File: config.mk
export PLATFORM = sky130hd
export DESIGN_NAME = u_ins_sequencer_flat
export DESIGN_NICKNAME = d
export VERILOG_FILES = /design/src/rtl/u_ins_sequencer_if.sv /design/src/rtl/u_ins_sequencer.sv /design/src/flat_wrapper.sv
export SDC_FILE = /design/constraint.sdc
export NUM_CORES = 1
export LEC_CHECK = 0
export CELL_PAD_IN_SITES_DETAIL_PLACEMENT = 1
export CELL_PAD_IN_SITES_GLOBAL_PLACEMENT = 1
export CORE_MARGIN = 2
export CORE_UTILIZATION = 45
export CTS_CLUSTER_SIZE = 30
export DETAILED_ROUTE_END_ITERATION = 16
export HOLD_SLACK_MARGIN = 0.06
export PLACE_DENSITY_LB_ADDON = 0.1
export SLEW_MARGIN = 10
export SYNTH_ARGS = -nofsm -noshare
export SYNTH_HDL_FRONTEND = slang
export SYNTH_SLANG_ARGS = --single-unit
File: constraint.sdc
create_clock -name i_sys_clock -period 10.6 [get_ports i_sys_clock]
set_clock_uncertainty 0.05 [all_clocks]
set_input_delay 1.59 -clock i_sys_clock [delete_from_list [all_inputs] [get_ports i_sys_clock]]
set_output_delay 1.59 -clock i_sys_clock [all_outputs]
set_load 0.05 [all_outputs]
File: src/rtl/u_ins_sequencer_if.sv
// Bus bundle for u_ins_sequencer: program load, playback control,
// instruction stream to the CPU and CPU store-capture traffic.
// master = sequencer side, slave = host / CPU side.
interface u_ins_sequencer_if #(
  parameter int INS_W = 32,
  parameter int PAD_W = 3
);
  // program load
  logic             i_u_isq_ld_valid;
  logic [INS_W-1:0] i_u_isq_ld_ins;
  logic [PAD_W-1:0] i_u_isq_ld_pad;
  logic             o_u_isq_ld_ready;
  // playback control
  logic             i_u_isq_start;
  logic             i_u_isq_loop;
  logic             i_u_isq_stop;
  logic             i_u_isq_clear;
  // instruction stream and status
  logic [INS_W-1:0] o_u_isq_ins;
  logic             o_u_isq_ins_valid;
  logic             o_u_isq_busy;
  logic             o_u_isq_done;
  logic [15:0]      o_u_isq_issued;
  // CPU store capture
  logic             i_u_isq_mem_wr;
  logic             i_u_isq_word;
  logic [31:0]      i_u_isq_data_addr;
  logic [31:0]      i_u_isq_wr_data;
  logic             o_u_isq_cap_valid;
  logic             i_u_isq_cap_ready;
  logic [64:0]      o_u_isq_cap_data;
  logic             o_u_isq_cap_ovf;

  modport master (
    input  i_u_isq_ld_valid, i_u_isq_ld_ins, i_u_isq_ld_pad,
    output o_u_isq_ld_ready,
    input  i_u_isq_start, i_u_isq_loop, i_u_isq_stop, i_u_isq_clear,
    output o_u_isq_ins, o_u_isq_ins_valid, o_u_isq_busy, o_u_isq_done, o_u_isq_issued,
    input  i_u_isq_mem_wr, i_u_isq_word, i_u_isq_data_addr, i_u_isq_wr_data,
    output o_u_isq_cap_valid,
    input  i_u_isq_cap_ready,
    output o_u_isq_cap_data, o_u_isq_cap_ovf
  );

  modport slave (
    output i_u_isq_ld_valid, i_u_isq_ld_ins, i_u_isq_ld_pad,
    input  o_u_isq_ld_ready,
    output i_u_isq_start, i_u_isq_loop, i_u_isq_stop, i_u_isq_clear,
    input  o_u_isq_ins, o_u_isq_ins_valid, o_u_isq_busy, o_u_isq_done, o_u_isq_issued,
    output i_u_isq_mem_wr, i_u_isq_word, i_u_isq_data_addr, i_u_isq_wr_data,
    input  o_u_isq_cap_valid,
    output i_u_isq_cap_ready,
    input  o_u_isq_cap_data, o_u_isq_cap_ovf
  );
endinterface

File: src/rtl/u_ins_sequencer.sv
// u_ins_sequencer: loadable instruction-stream player for u_cpu's instruction port.
// Each program entry holds an instruction plus a count of NOP words issued after it.
// Playback runs once (ending in DONE) or loops until stop.
// Optional macro STORE_CAPTURE_EN adds a first-word-fall-through FIFO recording
// CPU stores as {word, addr, data}; without it the capture outputs are tied to 0.
module u_ins_sequencer #(
  parameter int               INS_W     = 32,
  parameter int               DEPTH     = 16,
  parameter int               PAD_W     = 3,
  parameter logic [INS_W-1:0] NOP_WORD  = {INS_W{1'b0}},
  parameter int               CAP_DEPTH = 8
) (
  input  logic              i_sys_clock,
  input  logic              i_sys_reset,
  u_ins_sequencer_if.master bus
);
  localparam int AW = $clog2(DEPTH);
  localparam int LW = AW + 1;
  localparam int EW = PAD_W + INS_W;

  typedef enum logic [1:0] {IDLE, RUN_INS, RUN_PAD, DONE} state_t;

  state_t           state_reg, state_next;
  logic [LW-1:0]    prog_len_reg, prog_len_next;
  logic [AW-1:0]    rd_ptr_reg, rd_ptr_next;
  logic [PAD_W-1:0] pad_cnt_reg, pad_cnt_next;
  logic             loop_reg, loop_next;
  logic [15:0]      issued_reg, issued_next;

  logic [EW-1:0]    prog_ram [DEPTH];
  logic [EW-1:0]    ram_q_reg;

  logic             ctl_state;
  logic             ld_ready;
  logic             ld_fire;
  logic             is_last;
  logic [PAD_W-1:0] cur_pad;
  logic [INS_W-1:0] cur_ins;

  // ram_q_reg always holds the entry at rd_ptr_reg, because it is read at rd_ptr_next
  assign cur_pad   = ram_q_reg[EW-1:INS_W];
  assign cur_ins   = ram_q_reg[INS_W-1:0];
  assign is_last   = ({1'b0, rd_ptr_reg} == (prog_len_reg - LW'(1)));
  assign ctl_state = (state_reg == IDLE) || (state_reg == DONE);
  assign ld_ready  = ctl_state && (prog_len_reg < LW'(DEPTH));
  // clear wins over a load presented in the same cycle
  assign ld_fire   = bus.i_u_isq_ld_valid && ld_ready && !bus.i_u_isq_clear;

  // Next-state: load/clear/start handling when idle, entry/padding walk when running
  always_comb begin
    state_next    = state_reg;
    prog_len_next = prog_len_reg;
    rd_ptr_next   = rd_ptr_reg;
    pad_cnt_next  = pad_cnt_reg;
    loop_next     = loop_reg;
    issued_next   = issued_reg;
    case (state_reg)
      IDLE, DONE: begin
        if (bus.i_u_isq_clear) begin
          prog_len_next = '0;
          state_next    = IDLE;
        end else begin
          if (ld_fire) begin
            prog_len_next = prog_len_reg + LW'(1);
            state_next    = IDLE;
          end
          if (bus.i_u_isq_start) begin
            if (prog_len_reg != '0) begin
              loop_next    = bus.i_u_isq_loop;
              rd_ptr_next  = '0;
              pad_cnt_next = '0;
              issued_next  = '0;
              state_next   = RUN_INS;
            end else begin
              state_next = DONE;
            end
          end
        end
      end
      RUN_INS, RUN_PAD: begin
        // every running cycle drives a valid word
        if (issued_reg != 16'hFFFF) begin
          issued_next = issued_reg + 16'd1;
        end
        if (bus.i_u_isq_stop) begin
          pad_cnt_next = '0;
          state_next   = IDLE;
        end else if ((state_reg == RUN_INS) && (cur_pad != '0)) begin
          pad_cnt_next = cur_pad;
          state_next   = RUN_PAD;
        end else if ((state_reg == RUN_PAD) && (pad_cnt_reg > PAD_W'(1))) begin
          pad_cnt_next = pad_cnt_reg - PAD_W'(1);
        end else begin
          // entry (and its padding) complete: move on, wrap, or finish
          pad_cnt_next = '0;
          if (!is_last) begin
            rd_ptr_next = rd_ptr_reg + AW'(1);
            state_next  = RUN_INS;
          end else if (loop_reg) begin
            rd_ptr_next = '0;
            state_next  = RUN_INS;
          end else begin
            state_next = DONE;
          end
        end
      end
      default: state_next = IDLE;
    endcase
  end

  // Control registers with synchronous active-low reset
  always_ff @(posedge i_sys_clock) begin
    if (!i_sys_reset) begin
      state_reg    <= IDLE;
      prog_len_reg <= '0;
      rd_ptr_reg   <= '0;
      pad_cnt_reg  <= '0;
      loop_reg     <= 1'b0;
      issued_reg   <= '0;
    end else begin
      state_reg    <= state_next;
      prog_len_reg <= prog_len_next;
      rd_ptr_reg   <= rd_ptr_next;
      pad_cnt_reg  <= pad_cnt_next;
      loop_reg     <= loop_next;
      issued_reg   <= issued_next;
    end
  end

  // Program RAM: append on accepted load, registered read of the entry playback needs next
  always_ff @(posedge i_sys_clock) begin
    if (ld_fire) begin
      prog_ram[prog_len_reg[AW-1:0]] <= {bus.i_u_isq_ld_pad, bus.i_u_isq_ld_ins};
    end
    ram_q_reg <= prog_ram[rd_ptr_next];
  end

  // Outputs are decoded from registers only; padding cycles and idle both show NOP_WORD
  assign bus.o_u_isq_ld_ready  = ld_ready;
  assign bus.o_u_isq_busy      = (state_reg == RUN_INS) || (state_reg == RUN_PAD);
  assign bus.o_u_isq_ins_valid = (state_reg == RUN_INS) || (state_reg == RUN_PAD);
  assign bus.o_u_isq_done      = (state_reg == DONE);
  assign bus.o_u_isq_ins       = (state_reg == RUN_INS) ? cur_ins : NOP_WORD;
  assign bus.o_u_isq_issued    = issued_reg;

`ifdef STORE_CAPTURE_EN
  localparam int CW = $clog2(CAP_DEPTH);
  localparam int NW = CW + 1;

  logic [64:0]   cap_entry [CAP_DEPTH];
  logic [CW-1:0] cap_wr_ptr_reg, cap_rd_ptr_reg;
  logic [NW-1:0] cap_cnt_reg;
  logic          cap_ovf_reg;
  logic          cap_full, cap_pop, cap_push;

  assign cap_full = (cap_cnt_reg == NW'(CAP_DEPTH));
  assign cap_pop  = (cap_cnt_reg != '0) && bus.i_u_isq_cap_ready;
  // a pop in the same cycle frees the slot, so a push into a full FIFO is still taken
  assign cap_push = bus.i_u_isq_mem_wr && (!cap_full || cap_pop);

  // Capture storage: one register per slot, written when the write pointer selects it
  for (genvar gi = 0; gi < CAP_DEPTH; gi++) begin : g_cap_entry
    logic [64:0] entry_reg;
    always_ff @(posedge i_sys_clock) begin
      if (cap_push && (cap_wr_ptr_reg == CW'(gi))) begin
        entry_reg <= {bus.i_u_isq_word, bus.i_u_isq_data_addr, bus.i_u_isq_wr_data};
      end
    end
    assign cap_entry[gi] = entry_reg;
  end

  // Capture pointers, occupancy and sticky overflow
  always_ff @(posedge i_sys_clock) begin
    if (!i_sys_reset) begin
      cap_wr_ptr_reg <= '0;
      cap_rd_ptr_reg <= '0;
      cap_cnt_reg    <= '0;
      cap_ovf_reg    <= 1'b0;
    end else begin
      if (cap_push) begin
        cap_wr_ptr_reg <= cap_wr_ptr_reg + CW'(1);
      end
      if (cap_pop) begin
        cap_rd_ptr_reg <= cap_rd_ptr_reg + CW'(1);
      end
      if (cap_push && !cap_pop) begin
        cap_cnt_reg <= cap_cnt_reg + NW'(1);
      end else if (cap_pop && !cap_push) begin
        cap_cnt_reg <= cap_cnt_reg - NW'(1);
      end
      if (bus.i_u_isq_mem_wr && !cap_push) begin
        cap_ovf_reg <= 1'b1;
      end
    end
  end

  assign bus.o_u_isq_cap_valid = (cap_cnt_reg != '0);
  assign bus.o_u_isq_cap_data  = cap_entry[cap_rd_ptr_reg];
  assign bus.o_u_isq_cap_ovf   = cap_ovf_reg;
`else
  // capture disabled: store inputs are accepted and discarded
  logic unused_cap;
  assign unused_cap = ^{bus.i_u_isq_mem_wr, bus.i_u_isq_word, bus.i_u_isq_data_addr,
                        bus.i_u_isq_wr_data, bus.i_u_isq_cap_ready, 1'(CAP_DEPTH)};

  assign bus.o_u_isq_cap_valid = 1'b0;
  assign bus.o_u_isq_cap_data  = '0;
  assign bus.o_u_isq_cap_ovf   = 1'b0;
`endif
endmodule

File: src/flat_wrapper.sv
// flat-port wrapper written by rule: the top's interface ports become plain ports
module u_ins_sequencer_flat 
#(
  parameter int               INS_W     = 32,
  parameter int               DEPTH     = 16,
  parameter int               PAD_W     = 3,
  parameter logic [INS_W-1:0] NOP_WORD  = {INS_W{1'b0}},
  parameter int               CAP_DEPTH = 8
)
  (i_sys_clock, i_sys_reset, bus_i_u_isq_ld_valid, bus_i_u_isq_ld_ins, bus_i_u_isq_ld_pad, bus_o_u_isq_ld_ready, bus_i_u_isq_start, bus_i_u_isq_loop, bus_i_u_isq_stop, bus_i_u_isq_clear, bus_o_u_isq_ins, bus_o_u_isq_ins_valid, bus_o_u_isq_busy, bus_o_u_isq_done, bus_o_u_isq_issued, bus_i_u_isq_mem_wr, bus_i_u_isq_word, bus_i_u_isq_data_addr, bus_i_u_isq_wr_data, bus_o_u_isq_cap_valid, bus_i_u_isq_cap_ready, bus_o_u_isq_cap_data, bus_o_u_isq_cap_ovf);
  u_ins_sequencer_if #(.INS_W(INS_W), .PAD_W(PAD_W)) bus_i ();
  input  logic i_sys_clock;
  input  logic i_sys_reset;
  input wire logic [$bits(bus_i.i_u_isq_ld_valid)-1:0] bus_i_u_isq_ld_valid;
  input wire logic [$bits(bus_i.i_u_isq_ld_ins)-1:0] bus_i_u_isq_ld_ins;
  input wire logic [$bits(bus_i.i_u_isq_ld_pad)-1:0] bus_i_u_isq_ld_pad;
  output wire logic [$bits(bus_i.o_u_isq_ld_ready)-1:0] bus_o_u_isq_ld_ready;
  input wire logic [$bits(bus_i.i_u_isq_start)-1:0] bus_i_u_isq_start;
  input wire logic [$bits(bus_i.i_u_isq_loop)-1:0] bus_i_u_isq_loop;
  input wire logic [$bits(bus_i.i_u_isq_stop)-1:0] bus_i_u_isq_stop;
  input wire logic [$bits(bus_i.i_u_isq_clear)-1:0] bus_i_u_isq_clear;
  output wire logic [$bits(bus_i.o_u_isq_ins)-1:0] bus_o_u_isq_ins;
  output wire logic [$bits(bus_i.o_u_isq_ins_valid)-1:0] bus_o_u_isq_ins_valid;
  output wire logic [$bits(bus_i.o_u_isq_busy)-1:0] bus_o_u_isq_busy;
  output wire logic [$bits(bus_i.o_u_isq_done)-1:0] bus_o_u_isq_done;
  output wire logic [$bits(bus_i.o_u_isq_issued)-1:0] bus_o_u_isq_issued;
  input wire logic [$bits(bus_i.i_u_isq_mem_wr)-1:0] bus_i_u_isq_mem_wr;
  input wire logic [$bits(bus_i.i_u_isq_word)-1:0] bus_i_u_isq_word;
  input wire logic [$bits(bus_i.i_u_isq_data_addr)-1:0] bus_i_u_isq_data_addr;
  input wire logic [$bits(bus_i.i_u_isq_wr_data)-1:0] bus_i_u_isq_wr_data;
  output wire logic [$bits(bus_i.o_u_isq_cap_valid)-1:0] bus_o_u_isq_cap_valid;
  input wire logic [$bits(bus_i.i_u_isq_cap_ready)-1:0] bus_i_u_isq_cap_ready;
  output wire logic [$bits(bus_i.o_u_isq_cap_data)-1:0] bus_o_u_isq_cap_data;
  output wire logic [$bits(bus_i.o_u_isq_cap_ovf)-1:0] bus_o_u_isq_cap_ovf;
  assign bus_i.i_u_isq_ld_valid = bus_i_u_isq_ld_valid;
  assign bus_i.i_u_isq_ld_ins = bus_i_u_isq_ld_ins;
  assign bus_i.i_u_isq_ld_pad = bus_i_u_isq_ld_pad;
  assign bus_o_u_isq_ld_ready = bus_i.o_u_isq_ld_ready;
  assign bus_i.i_u_isq_start = bus_i_u_isq_start;
  assign bus_i.i_u_isq_loop = bus_i_u_isq_loop;
  assign bus_i.i_u_isq_stop = bus_i_u_isq_stop;
  assign bus_i.i_u_isq_clear = bus_i_u_isq_clear;
  assign bus_o_u_isq_ins = bus_i.o_u_isq_ins;
  assign bus_o_u_isq_ins_valid = bus_i.o_u_isq_ins_valid;
  assign bus_o_u_isq_busy = bus_i.o_u_isq_busy;
  assign bus_o_u_isq_done = bus_i.o_u_isq_done;
  assign bus_o_u_isq_issued = bus_i.o_u_isq_issued;
  assign bus_i.i_u_isq_mem_wr = bus_i_u_isq_mem_wr;
  assign bus_i.i_u_isq_word = bus_i_u_isq_word;
  assign bus_i.i_u_isq_data_addr = bus_i_u_isq_data_addr;
  assign bus_i.i_u_isq_wr_data = bus_i_u_isq_wr_data;
  assign bus_o_u_isq_cap_valid = bus_i.o_u_isq_cap_valid;
  assign bus_i.i_u_isq_cap_ready = bus_i_u_isq_cap_ready;
  assign bus_o_u_isq_cap_data = bus_i.o_u_isq_cap_data;
  assign bus_o_u_isq_cap_ovf = bus_i.o_u_isq_cap_ovf;
  u_ins_sequencer #(.INS_W(INS_W), .DEPTH(DEPTH), .PAD_W(PAD_W), .NOP_WORD(NOP_WORD), .CAP_DEPTH(CAP_DEPTH)) u_core (.i_sys_clock(i_sys_clock), .i_sys_reset(i_sys_reset), .bus(bus_i));
endmodule
==> reports/qor.json <==
{
  "die.size.x": {"value": 242, "unit": "um"},
  "crit_required": {"value": 11.08, "unit": "ns"},
  "timing.rr.start": {"value": "u_core.state_reg[0]"},
  "setup.worst_path.start": {"value": "bus_i_u_isq_clear"},
  "dpl-instance-area": {"value": 27000, "unit": "um2"},
  "final.fill_count": {"value": 5431},
  "combinationalPower": {"value": 0.000557, "unit": "W"},
  "yosys_warnings": {"value": 0},
  "finalNonFillerCells": {"value": 2600},
  "synth_flop_count": {"value": 626},
  "place.detailed.instances": {"value": 2476},
  "total_negative_slack": {"value": 0, "unit": "ns"},
  "dr.first_iter.drc_count": {"value": 975},
  "cts.reportedPaths.clkPinSlew": {"value": 0.06, "unit": "ns"},
  "hold-path-endpoint": {"value": "u_core.loop_reg"},
  "timing.hold.worst_path_depth": {"value": 2},
  "drt_pass1_iterations": {"value": 5},
  "sh_seq_area": {"value": 0.622},
  "warning_count": {"value": 108},
  "grt_first_pass_wirelength": {"value": 97.0, "unit": "mm"},
  "biggestCellCategory": {"value": "flip-flops and latches"},
  "maxPowerGroup": {"value": "registers"},
  "netlist_top_cells_area": {"value": "sky130_fd_sc_hd__edfxtp_1 66%, sky130_fd_sc_hd__dfxtp_1 5.2%, sky130_fd_sc_hd__mux2i_1 2.7%"},
  "met2RoutedLength": {"value": 31.1, "unit": "mm"},
  "clk_root_buffer_cell": {"value": "sky130_fd_sc_hd__clkbuf_16"},
  "synthTopLogicFamily": {"value": "AND-OR/OR-AND gates"},
  "outcome": {"value": "complete, no violations"},
  "critical_path.endpoint_type": {"value": "flip-flop"},
  "ant_nets": {"value": 0},
  "static-leakage-power": {"value": 9.27, "unit": "nW"},
  "timing.setup.critical_path_class": {"value": "input port to flip-flop"}
}
placement_by_type.png
Fill, decap, tap and diode cells in grey.
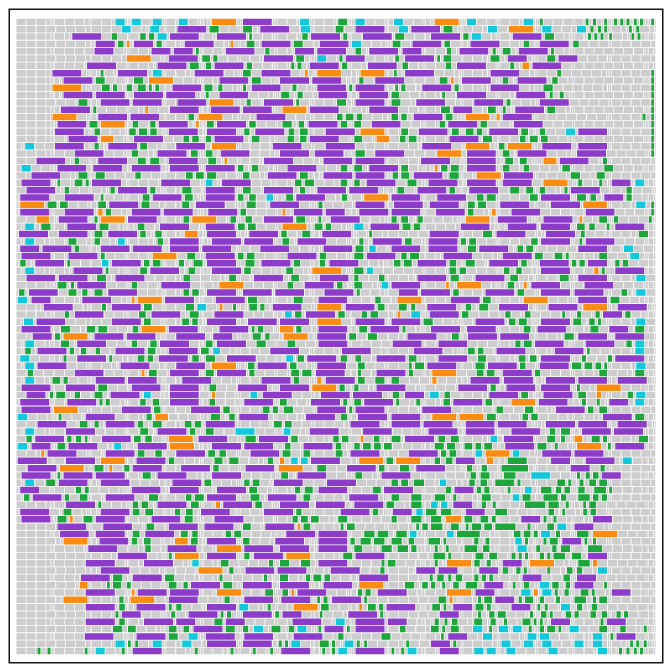
- cyan: remaining buffers and delay cells (cells 124)
- purple: sequential cells (cells 626)
- green: combinational and other logic (cells 970)
- orange: clock drivers and dummy loads (cells 122)

metal_density.png
Bar = 50 um. 24 x 24 tiles, from dark blue (low) to red (high), scaled to the fullest tile. Values are wire area over tile area, all layers added.
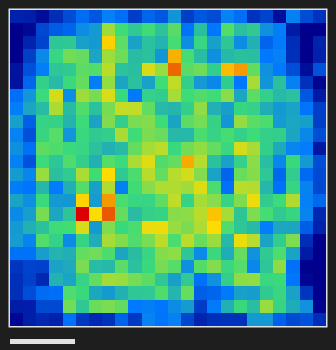
- densest ninth of the die: centre
- emptiest ninth of the die: north-east
- mean over tiles: 0.17
- nearly empty tiles: 3.1%

layer_met3.png
Bar = 50 um.
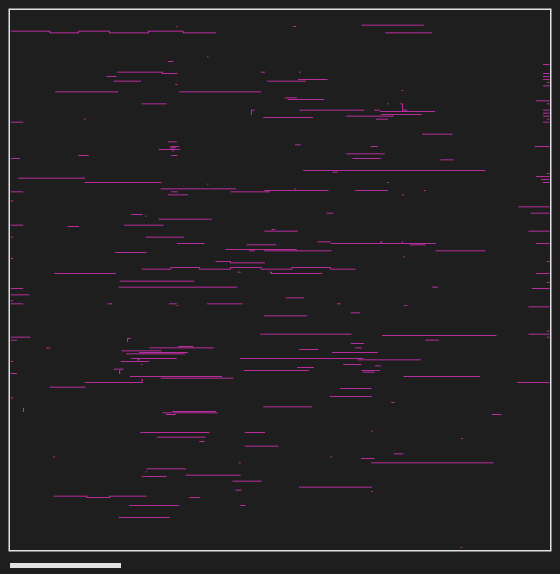
- wire length on this layer: 2590 um
- nets with wire on the layer: 116
- main direction: horizontal
- share of all routed wire: 4.0%
vias after detailed routing: 15125
met3 routing resource usage after global routing: 0.0328
overall routed net length: 64.0 mm

clocks.png
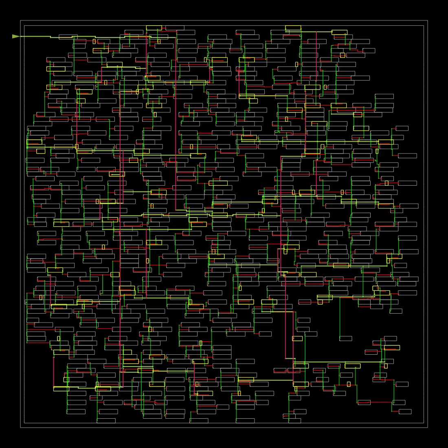
Latency at later pin: 0.60 ns
number of buffers created by CTS: 68
total of clock buffers placed in the layout: 97
number of sinks driven by the clock tree: 626
layout sequential cell count: 626

Power and IR drop assume default switching activity.
